**config.mk**
```make
export PLATFORM = sky130hd
export DESIGN_NAME = jk_mod_counter_flat
export DESIGN_NICKNAME = d
export VERILOG_FILES = /design/src/rtl/jk_pkg.sv /design/src/rtl/jk_mod_counter_if.sv /design/src/rtl/jk_ff_sync.sv /design/src/rtl/jk_mod_counter.sv /design/src/flat_wrapper.sv
export SDC_FILE = /design/constraint.sdc
export NUM_CORES = 1
export LEC_CHECK = 0
export CORE_MARGIN = 2
export CORE_UTILIZATION = 45
export DETAILED_ROUTE_END_ITERATION = 6
export PLACE_DENSITY = 0.82
export SKIP_CTS_REPAIR_TIMING = 1
export SYNTH_ARGS = -nofsm -noshare
export SYNTH_HDL_FRONTEND = slang
export SYNTH_SLANG_ARGS = --single-unit
```
**constraint.sdc**
```tcl
create_clock -name clk -period 4.3 [get_ports clk]
set_input_delay 0.645 -clock clk [delete_from_list [all_inputs] [get_ports clk]]
set_output_delay 0.645 -clock clk [all_outputs]
set_load 0.02 [all_outputs]
```
**src/rtl/jk_pkg.sv**
```systemverilog
// Shared JK flip-flop command encoding and the minimal-excitation helper.
package jk_pkg;

    typedef enum logic [1:0] {
        JK_HOLD   = 2'b00,
        JK_RESET  = 2'b01,
        JK_SET    = 2'b10,
        JK_TOGGLE = 2'b11
    } jk_cmd_e;

    // Minimal {J,K} to move one bit from cur to nxt; toggle is never needed.
    function automatic jk_cmd_e jk_excite(input logic cur, input logic nxt);
        jk_cmd_e cmd;
        cmd = JK_HOLD;
        if (cur != nxt) begin
            cmd = nxt ? JK_SET : JK_RESET;
        end
        return cmd;
    endfunction

endpackage

```
**src/rtl/jk_mod_counter_if.sv**
```systemverilog
// Control and observation bundle for the modulo JK counter.
interface jk_mod_counter_if #(
    parameter int unsigned WIDTH = 4
);
    logic             en;
    logic             up;
    logic             load;
    logic [WIDTH-1:0] d;
    logic [WIDTH-1:0] q;
    logic [WIDTH-1:0] qnot;
    logic             tc;
    logic             load_err;
    logic [WIDTH-1:0] j_exc;
    logic [WIDTH-1:0] k_exc;

    modport master (
        output en, up, load, d,
        input  q, qnot, tc, load_err, j_exc, k_exc
    );

    modport slave (
        input  en, up, load, d,
        output q, qnot, tc, load_err, j_exc, k_exc
    );
endinterface

```
**src/rtl/jk_ff_sync.sv**
```systemverilog
// Single JK flip-flop with synchronous active-low reset overriding J/K.
module jk_ff_sync
    import jk_pkg::*;
(
    input  logic clk,
    input  logic reset_sync,
    input  logic J,
    input  logic K,
    output logic Q,
    output logic Qnot
);

    always_ff @(posedge clk) begin
        if (!reset_sync) begin
            Q <= 1'b0;
        end else begin
            case ({J, K})
                JK_HOLD:   Q <= Q;
                JK_RESET:  Q <= 1'b0;
                JK_SET:    Q <= 1'b1;
                JK_TOGGLE: Q <= ~Q;
                default:   Q <= Q;
            endcase
        end
    end

    assign Qnot = ~Q;

endmodule

```
**src/rtl/jk_mod_counter.sv**
```systemverilog
// Modulo-MOD up/down counter: next-state mux and JK excitation feeding a JK flip-flop bank.
module jk_mod_counter
    import jk_pkg::*;
#(
    parameter int unsigned WIDTH = 4,
    parameter int unsigned MOD   = 10
) (
    input  logic             clk,
    input  logic             reset_sync,
    jk_mod_counter_if.slave  bus
);

    // One spare bit so q+1 and the range compare never overflow.
    localparam int unsigned AW = WIDTH + 1;
    localparam logic [AW-1:0] MOD_W  = AW'(MOD);
    localparam logic [AW-1:0] LAST_W = AW'(MOD - 1);

    logic [WIDTH-1:0] q;
    logic [WIDTH-1:0] qnot;
    logic [WIDTH-1:0] nxt;
    logic [WIDTH-1:0] j_c;
    logic [WIDTH-1:0] k_c;
    logic [AW-1:0]    q_ext;
    logic [AW-1:0]    d_ext;
    logic             load_ok;
    logic             load_bad;
    logic             load_err;

    assign q_ext    = {1'b0, q};
    assign d_ext    = {1'b0, bus.d};
    assign load_ok  = bus.load & (d_ext < MOD_W);
    assign load_bad = bus.load & ~(d_ext < MOD_W);

    // Non-reset next state; reset is applied inside each flip-flop.
    always_comb begin
        nxt = q;
        if (load_ok) begin
            nxt = bus.d;
        end else if (load_bad) begin
            nxt = q;
        end else if (bus.en) begin
            if (bus.up) begin
                nxt = (q_ext >= LAST_W) ? '0 : WIDTH'(q_ext + AW'(1));
            end else begin
                nxt = (q_ext == '0) ? WIDTH'(LAST_W) : WIDTH'(q_ext - AW'(1));
            end
        end
    end

    always_comb begin
        j_c = '0;
        k_c = '0;
        for (int i = 0; i < int'(WIDTH); i++) begin
            {j_c[i], k_c[i]} = jk_excite(q[i], nxt[i]);
        end
    end

    for (genvar gi = 0; gi < int'(WIDTH); gi++) begin : g_ff
        jk_ff_sync u_ff (
            .clk        (clk),
            .reset_sync (reset_sync),
            .J          (j_c[gi]),
            .K          (k_c[gi]),
            .Q          (q[gi]),
            .Qnot       (qnot[gi])
        );
    end

    always_ff @(posedge clk) begin
        if (!reset_sync) begin
            load_err <= 1'b0;
        end else begin
            load_err <= load_bad;
        end
    end

    assign bus.q        = q;
    assign bus.qnot     = qnot;
    assign bus.j_exc    = j_c;
    assign bus.k_exc    = k_c;
    assign bus.load_err = load_err;
    assign bus.tc       = bus.en & ~bus.load &
                          ((bus.up & (q_ext == LAST_W)) | (~bus.up & (q_ext == '0)));

endmodule
```
**src/flat_wrapper.sv**
```systemverilog
// flat-port wrapper written by rule: the top's interface ports become plain ports
module jk_mod_counter_flat import jk_pkg::*;
#(
    parameter int unsigned WIDTH = 4,
    parameter int unsigned MOD   = 10
)
  (clk, reset_sync, bus_en, bus_up, bus_load, bus_d, bus_q, bus_qnot, bus_tc, bus_load_err, bus_j_exc, bus_k_exc);
  jk_mod_counter_if #(.WIDTH(WIDTH)) bus_i ();
  input  logic clk;
  input  logic reset_sync;
  input wire logic [$bits(bus_i.en)-1:0] bus_en;
  input wire logic [$bits(bus_i.up)-1:0] bus_up;
  input wire logic [$bits(bus_i.load)-1:0] bus_load;
  input wire logic [$bits(bus_i.d)-1:0] bus_d;
  output wire logic [$bits(bus_i.q)-1:0] bus_q;
  output wire logic [$bits(bus_i.qnot)-1:0] bus_qnot;
  output wire logic [$bits(bus_i.tc)-1:0] bus_tc;
  output wire logic [$bits(bus_i.load_err)-1:0] bus_load_err;
  output wire logic [$bits(bus_i.j_exc)-1:0] bus_j_exc;
  output wire logic [$bits(bus_i.k_exc)-1:0] bus_k_exc;
  assign bus_i.en = bus_en;
  assign bus_i.up = bus_up;
  assign bus_i.load = bus_load;
  assign bus_i.d = bus_d;
  assign bus_q = bus_i.q;
  assign bus_qnot = bus_i.qnot;
  assign bus_tc = bus_i.tc;
  assign bus_load_err = bus_i.load_err;
  assign bus_j_exc = bus_i.j_exc;
  assign bus_k_exc = bus_i.k_exc;
  jk_mod_counter #(.WIDTH(WIDTH), .MOD(MOD)) u_core (.clk(clk), .reset_sync(reset_sync), .bus(bus_i));
endmodule
```
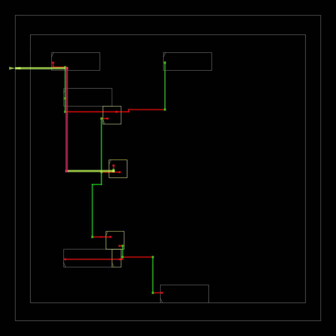
Fig. 1. Clock wiring as the flow saved it (run 1).
clock buf count: 4
number of buffers added by the clock tree synthesis step: 3
Max Clock Skew: 0.00374 ns
total clock network power: 0.0561 mW

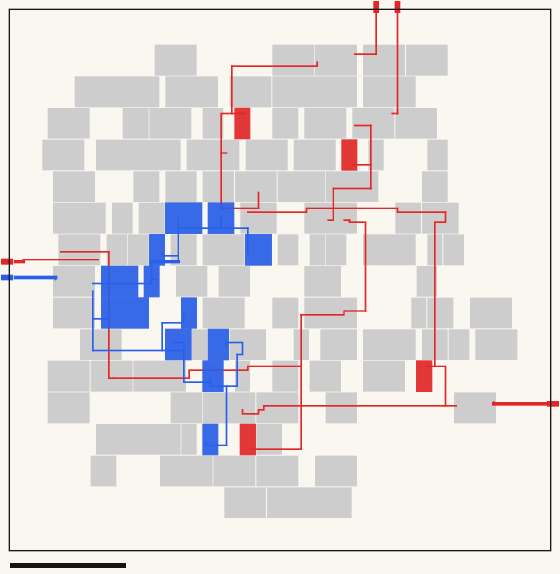
Fig. 2. I/O nets highlighted (run 1).
Bar = 10 microns.
Red stands for `bus_qnot`, direction output, end cells 4, buffers 4, wire 189 microns. Blue stands for `bus_load`, direction input, end cells 12, buffers 1, wire 70.9 microns.

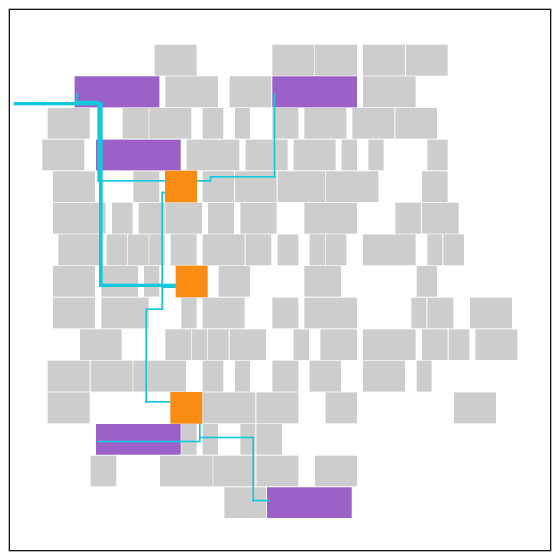
Fig. 3. Clock wires, drivers and flops (run 1).
Purple stands for flip-flops, count 5. Orange stands for cells driving clock nets, count 3. Cyan stands for clock wires, length 112 microns.
There are 4 routed clock nets.
clock insertion delay at the later pin of the skew report: 0.24 ns
Clock Power Share: 0.163

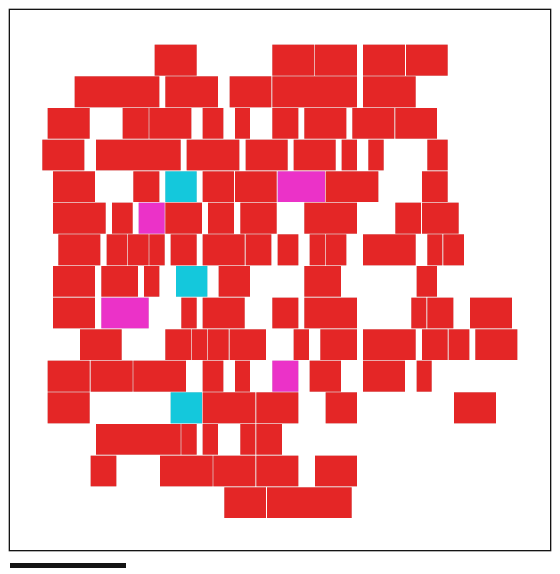
Fig. 4. Cells by drive strength (run 1).
Bar = 10 microns.
Red stands for drive 1 or less, cells 104, share 94%. Magenta stands for drive 2, cells 4, share 3.6%. Cyan stands for drive 3 to 4, cells 3, share 2.7%.

## run 1: kinds of logic (layout without fill, tap and decap cells)
group                      count (synthesis)  after routing  synth area share
AOI/OAI and AO/OA                         27             27             0.240
adders and majority gates                 11             11             0.169
buffers and inverters                     27             37             0.219
DFF                                        5              5             0.123
muxes                                      4              4            0.0493
and+or+nand+nor                           27             27             0.199
## run 1: worst max path at each step
stage                   endpoint  slack, ns  depth (start not counted)
floorplan           bus_j_exc[3]       1.73                          8
global placement    bus_j_exc[2]       0.88                          7
detailed placement  bus_j_exc[2]       0.87                          7
CTS                 bus_k_exc[3]       0.75                          8
global route        bus_k_exc[1]       0.57                          8
finish              bus_k_exc[3]       0.75                          8
## run 1: layout make-up
class / instances / area [sq um] / area share
flip-flops and latches: 5 / 100 / 0.102
clock buffers: 4 / 26.3 / 0.0269
repair buffers: 26 / 260 / 0.266
inverters: 7 / 26.3 / 0.0269
multi-input cells: 69 / 534 / 0.546
well taps: 25 / 31.3 / 0.0320
## run 1: where the power goes
part | switching, mW | total (mW) | leakage (nW) | internal [mW]
Clock | 0.0209 | 0.0561 | 0.0150 | 0.0352
Sequential | 0.0196 | 0.0729 | 0.0408 | 0.0533
Combinational | 0.107 | 0.215 | 0.366 | 0.108
Total | 0.148 | 0.344 | 0.422 | 0.197
## run 1: Yosys cell counts
master | count | area share
nor2b_1 | 5 | 0.039
nor4b_1 | 1 | 0.011
a221o_2 | 1 | 0.014
mux2i_1 | 4 | 0.049
or2_2 | 2 | 0.015
inv_1 | 7 | 0.032
a311oi_1 | 1 | 0.011
o22ai_1 | 2 | 0.015
o221a_2 | 1 | 0.014
or3b_1 | 1 | 0.011
a221oi_1 | 1 | 0.011
nand2b_1 | 3 | 0.023
buf_2 | 1 | 0.0062
nand2_1 | 6 | 0.028
and2b_1 | 1 | 0.0092
a311o_1 | 2 | 0.025
o32ai_1 | 1 | 0.011
clkbuf_1 | 1 | 0.0046
o2111ai_1 | 1 | 0.011
ha_1 | 11 | 0.17
a21oi_1 | 5 | 0.031
and4_1 | 1 | 0.011
buf_6 | 2 | 0.028
a21o_1 | 1 | 0.0092
nor2_1 | 2 | 0.0092
buf_4 | 16 | 0.15
a31oi_1 | 2 | 0.015
and3_1 | 2 | 0.015
a211oi_1 | 1 | 0.0092
o211ai_1 | 1 | 0.0092
nor3_1 | 2 | 0.012
and4bb_1 | 1 | 0.015
dfxtp_1 | 5 | 0.12
o211a_1 | 2 | 0.025
o21ai_0 | 5 | 0.031
## run 1: per-stage QoR
step           total power [mW]   util  worst slack, ns
6_report                  0.344  0.573            0.754
5_1_grt                   0.372  0.573            0.566
4_1_cts                   0.347  0.573            0.753
3_5_place_dp              0.289  0.558            0.865
3_3_place_gp              0.283  0.558            0.884
2_1_floorplan             0.245      -             1.73
## run 1: registers in the layout (all words and copies together), names as in the netlist
register and flops:
u_core.bus.load_err 1, u_core.g_ff.u_ff.Q 4
## run 1: critical path, delay by kind of cell (launching register included)
kind | cells | cell delay (ns)
buffers and inverters | 2 | 0.80
AOI/OAI and AO/OA | 3 | 0.65
DFF | 1 | 0.52
adders and majority gates | 2 | 0.47
and+or+nand+nor | 1 | 0.22
==> impl_report.txt, run 1 <==
IMPLEMENTATION SUMMARY REPORT
----------------------------------------------------
[Run status]
  Result of the run ........................ completed

[Timing]
  Max Freq ........................ roughly 280 MHz
  Final slew viol count ........................ 0
  Count of endpoints failing setup in the final report ........................ 0
  RSZ-0062 raised after global routing ........................ false
  Final Hold Slack ........................ ~0.7 ns
  Final worst path period share ........................ 0.825

[Worst setup path]
  Data arrival time of the critical path ........................ 2.90 ns
  Crit path cell chain ........................ inv_1, ha_1, and4bb_1, a311o_1, o2111ai_1, o211a_1, ha_1, clkdlybuf4s50_1
  WP data required ........................ about 3.7 ns
  R2R cell count ........................ 9
  Biggest cell delay along the critical path ........................ about 0.59 ns
  Worst reg2reg path endpoint ........................ u_core.g_ff[3].u_ff.Q
  Critical Path Fanout Max ........................ 10

[Routing]
  Met1 Routed Length ........................ approximately 830 microns
  Iteration count of the initial detailed-routing pass ........................ 4
  Met2 WL post-DR ........................ ~860 microns
  Met3 wire len ........................ approximately 64 microns
  Number of violations reported at the end of detailed-routing iteration 0 ........................ 11

[Floorplan]
  Placement row count ........................ 15
  Die Footprint ........................ about 2200 sq um
  Top-Level Pins ........................ 27
  Overall die width ........................ between 40 and 50 microns

[Clock tree]
  TritonCTS clock tree ........................ yes
  Bufs on Longest Clock Path ........................ 2

[Synth]
  Yosys cell count ........................ between 100 and 150
  Synthesized registers ........................ 5
  Cells after synthesis ........................ ~100
  Post-Synthesis Mean Instance Area ........................ roughly 8.0 sq um

[Place]
  Area of placed instances ........................ approximately 950 sq um
  Placed Cells incl. Taps ........................ about 130

[Final layout]
  Post-route non-filler standard cell count ........................ around 140
  Most common cell after layout, fill and taps aside ........................ clkdlybuf4s50_1

[Worst hold path]
  Min-Delay Path Depth ........................ 2
  Sink of the worst hold path ........................ u_core.g_ff[1].u_ff.Q

[Power]
  Leak pwr ........................ between 0.4 and 0.5 nW

[Global route]
  Combined global-route utilization of all metal layers ........................ 0.185
  Number of antenna violations at the first check in global routing ........................ 0
  Remaining global-route overflow ........................ 0

----------------------------------------------------
==> run 2, diff against run 1 <==
clock period = 3.51 ns   (was 4.3 ns; I/O delays follow)
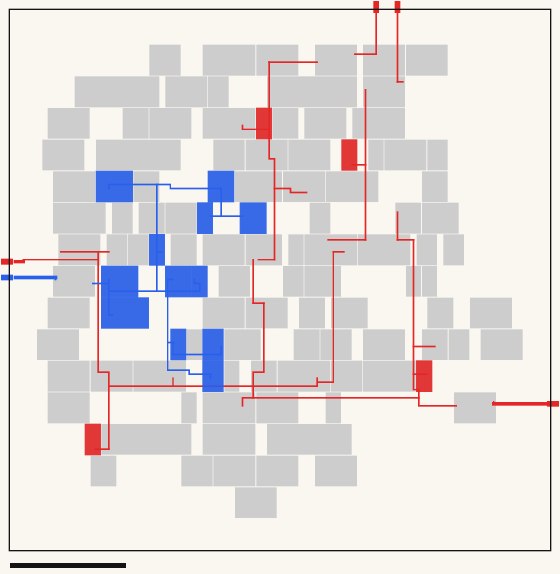
Fig. 5. I/O nets highlighted (run 2).
Bar = 10 microns.
Red stands for `bus_qnot`, direction output, end cells 4, buffers 4, wire 180 microns. Blue stands for `bus_load`, direction input, end cells 12, buffers 1, wire 61.4 microns.
Top-Level Pins: 27
port buffer count: 26

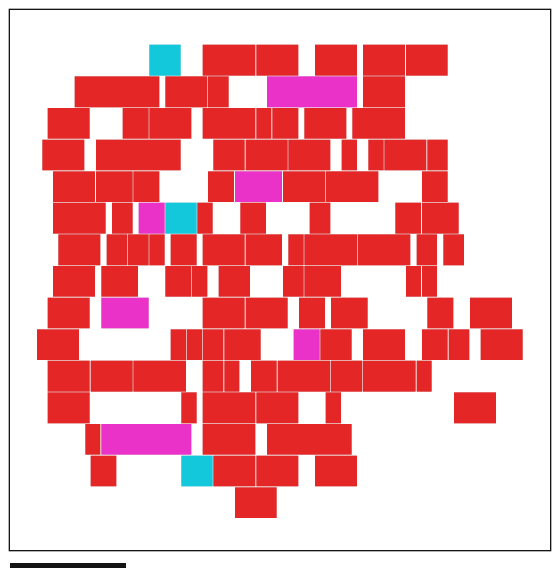
Fig. 6. Cells by drive strength (run 2).
Bar = 10 microns.
Magenta stands for drive 2, cells 6, share 5.4%. Red stands for drive 1 or less, cells 102, share 92%. Cyan stands for drive 3 to 4, cells 3, share 2.7%.

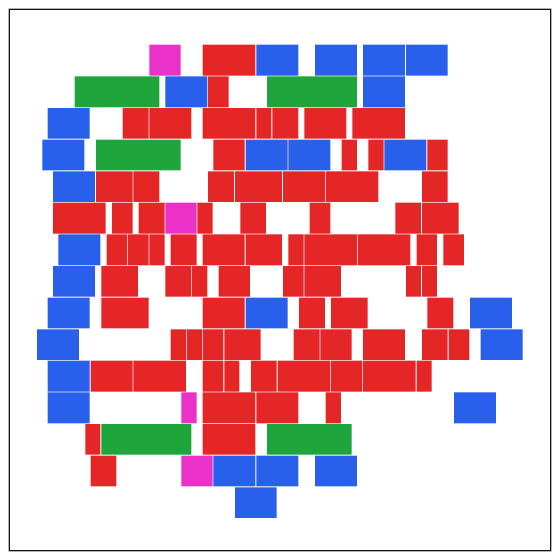
Fig. 7. Cells colored by class (run 2).
Magenta stands for clock drivers and dummy loads, cells 4, share of their area 2.8%. Blue stands for other buffers and delay cells, cells 26, share of their area 27%. Red stands for all other logic, cells 76, share of their area 59%. Green stands for flip-flops, cells 5, share of their area 11%.
final instance area: 981 sq um
sequential cell area share: 0.105

==> run 2 against run 1 <==
  * Combinational power increased by 23%
  * Sequential share of layout area is 0.23 points higher
  * Via count down 1.9%
  * Critical path type unchanged
  * Register-to-register slack lost 0.64 ns
  * Synthesized cell count unchanged
  * Largest power group unchanged
  * Critical endpoint is now bus_j_exc[1]
  * Flip-flop count is the same
==> impl_report.txt, run 2 <==
IMPLEMENTATION SUMMARY REPORT
----------------------------------------------------
[Run status]
  Result of the run ........................ completed

[Routing]
  Met1 Routed Length ........................ 828 microns (+0.24%)
  Iteration count of the initial detailed-routing pass ........................ 4 (unchanged)

[Power]
  Sw Share ........................ 0.433 (+0.00350)
  Leak pwr ........................ 0.423 nW (+0.20%)
  Power Internal ........................ 0.242 mW (+23%)
  Comb power frac ........................ 0.620 (-0.005)
  Clock Power Share ........................ 0.168 (+0.005)

[Worst setup path]
  Crit path cell chain ........................ inv_1, ha_1, or3b_1, a21oi_1, o211a_1, a221o_2, ha_1, clkdlybuf4s50_1
  Biggest cell delay along the critical path ........................ 0.60 ns (about the same)

[Synth]
  Area share of the largest cell type after synthesis ........................ 0.169 (unchanged)
  Yosys cell count ........................ 101 (unchanged)
  Largest area contributor in the netlist ........................ ha_1
  Number of synthesized flops with an enable pin ........................ 0 (unchanged)

[Timing]
  Max Freq ........................ ~300 MHz

[Final layout]
  Comb gate area ........................ 534 sq um (unchanged)
  Top register by number of flip-flops ........................ u_core.g_ff.u_ff.Q

[Floorplan]
  Placement row count ........................ 15 (unchanged)

[Global route]
  Remaining global-route overflow ........................ 0 (unchanged)
  Combined global-route utilization of all metal layers ........................ 0.182 (-0.00332)

[Worst hold path]
  Min-Delay Path Depth ........................ 2 (unchanged)

----------------------------------------------------
==> run 2: logic make-up (layout without fill, tap and decap cells) <==
group | count (synthesis) | count (layout) | share of synthesized area
muxes | 4 | 4 | 0.0493
and+or+nand+nor | 27 | 27 | 0.199
buffers and inverters | 27 | 37 | 0.219
DFF | 5 | 5 | 0.123
adders and majority gates | 11 | 11 | 0.169
AOI/OAI and AO/OA | 27 | 27 | 0.240
==> run 2: area by class of cell <==
type                       count  share of cell area
timing repair buffer          26               0.265
multi-input combinational     69               0.545
sequential                     5               0.105
inverter                       7              0.0268
tap                           25              0.0319
clock buffer                   4              0.0268
==> run 2: worst paths after layout <==
check | startpoint | end
max | u_core.g_ff[1].u_ff.Q | bus_j_exc[1]
min | u_core.g_ff[0].u_ff.Q | u_core.g_ff[0].u_ff.Q
max reg2reg | u_core.g_ff[1].u_ff.Q | u_core.g_ff[3].u_ff.Q
min reg2reg | u_core.g_ff[0].u_ff.Q | u_core.g_ff[0].u_ff.Q
==> run 2: per-stage QoR <==
| stage | worst slack, ns | cells | power [mW] | hold slack, ns | util |
|---|---|---|---|---|---|
| after floorplan | 1.06 | 101 | 0.300 | 0.599 | - |
| after global placement | 0.331 | 132 | 0.346 | 0.655 | 0.558 |
| after detailed placement | 0.320 | 132 | 0.354 | 0.693 | 0.558 |
| after CTS | 0.0704 | 136 | 0.426 | 0.693 | 0.573 |
| after global routing | 0.0606 | 136 | 0.460 | 0.636 | 0.574 |
| final | 0.223 | 136 | 0.427 | 0.613 | 0.574 |
==> run 2: routing by layer <==
| metal | up-vias | global-route usage |
|---|---|---|
| met3 | 5 | 0.0353 |
| li1 | 369 | - |
| met1 | 328 | 0.228 |
| met5 | - | 0 |
| met4 | 0 | 0.0857 |
| met2 | 16 | 0.294 |
==> run 2: power groups by stage <==
stage / Clock [mW] / Sequential [mW] / Combinational (mW)
floorplan: 0 / 0.0800 / 0.220
global placement: 0 / 0.0885 / 0.258
detailed placement: 0 / 0.0900 / 0.264
CTS: 0.0728 / 0.0890 / 0.265
global route: 0.0787 / 0.0931 / 0.288
finish: 0.0716 / 0.0907 / 0.265
==> run 2: worst min-delay path, cell delays in order, from the launching register on <==
cell     delay [ns]
dfxtp_2        0.37
mux2i_1        0.14
nor2b_1        0.05
Power is estimated from default activity; no workload was simulated.
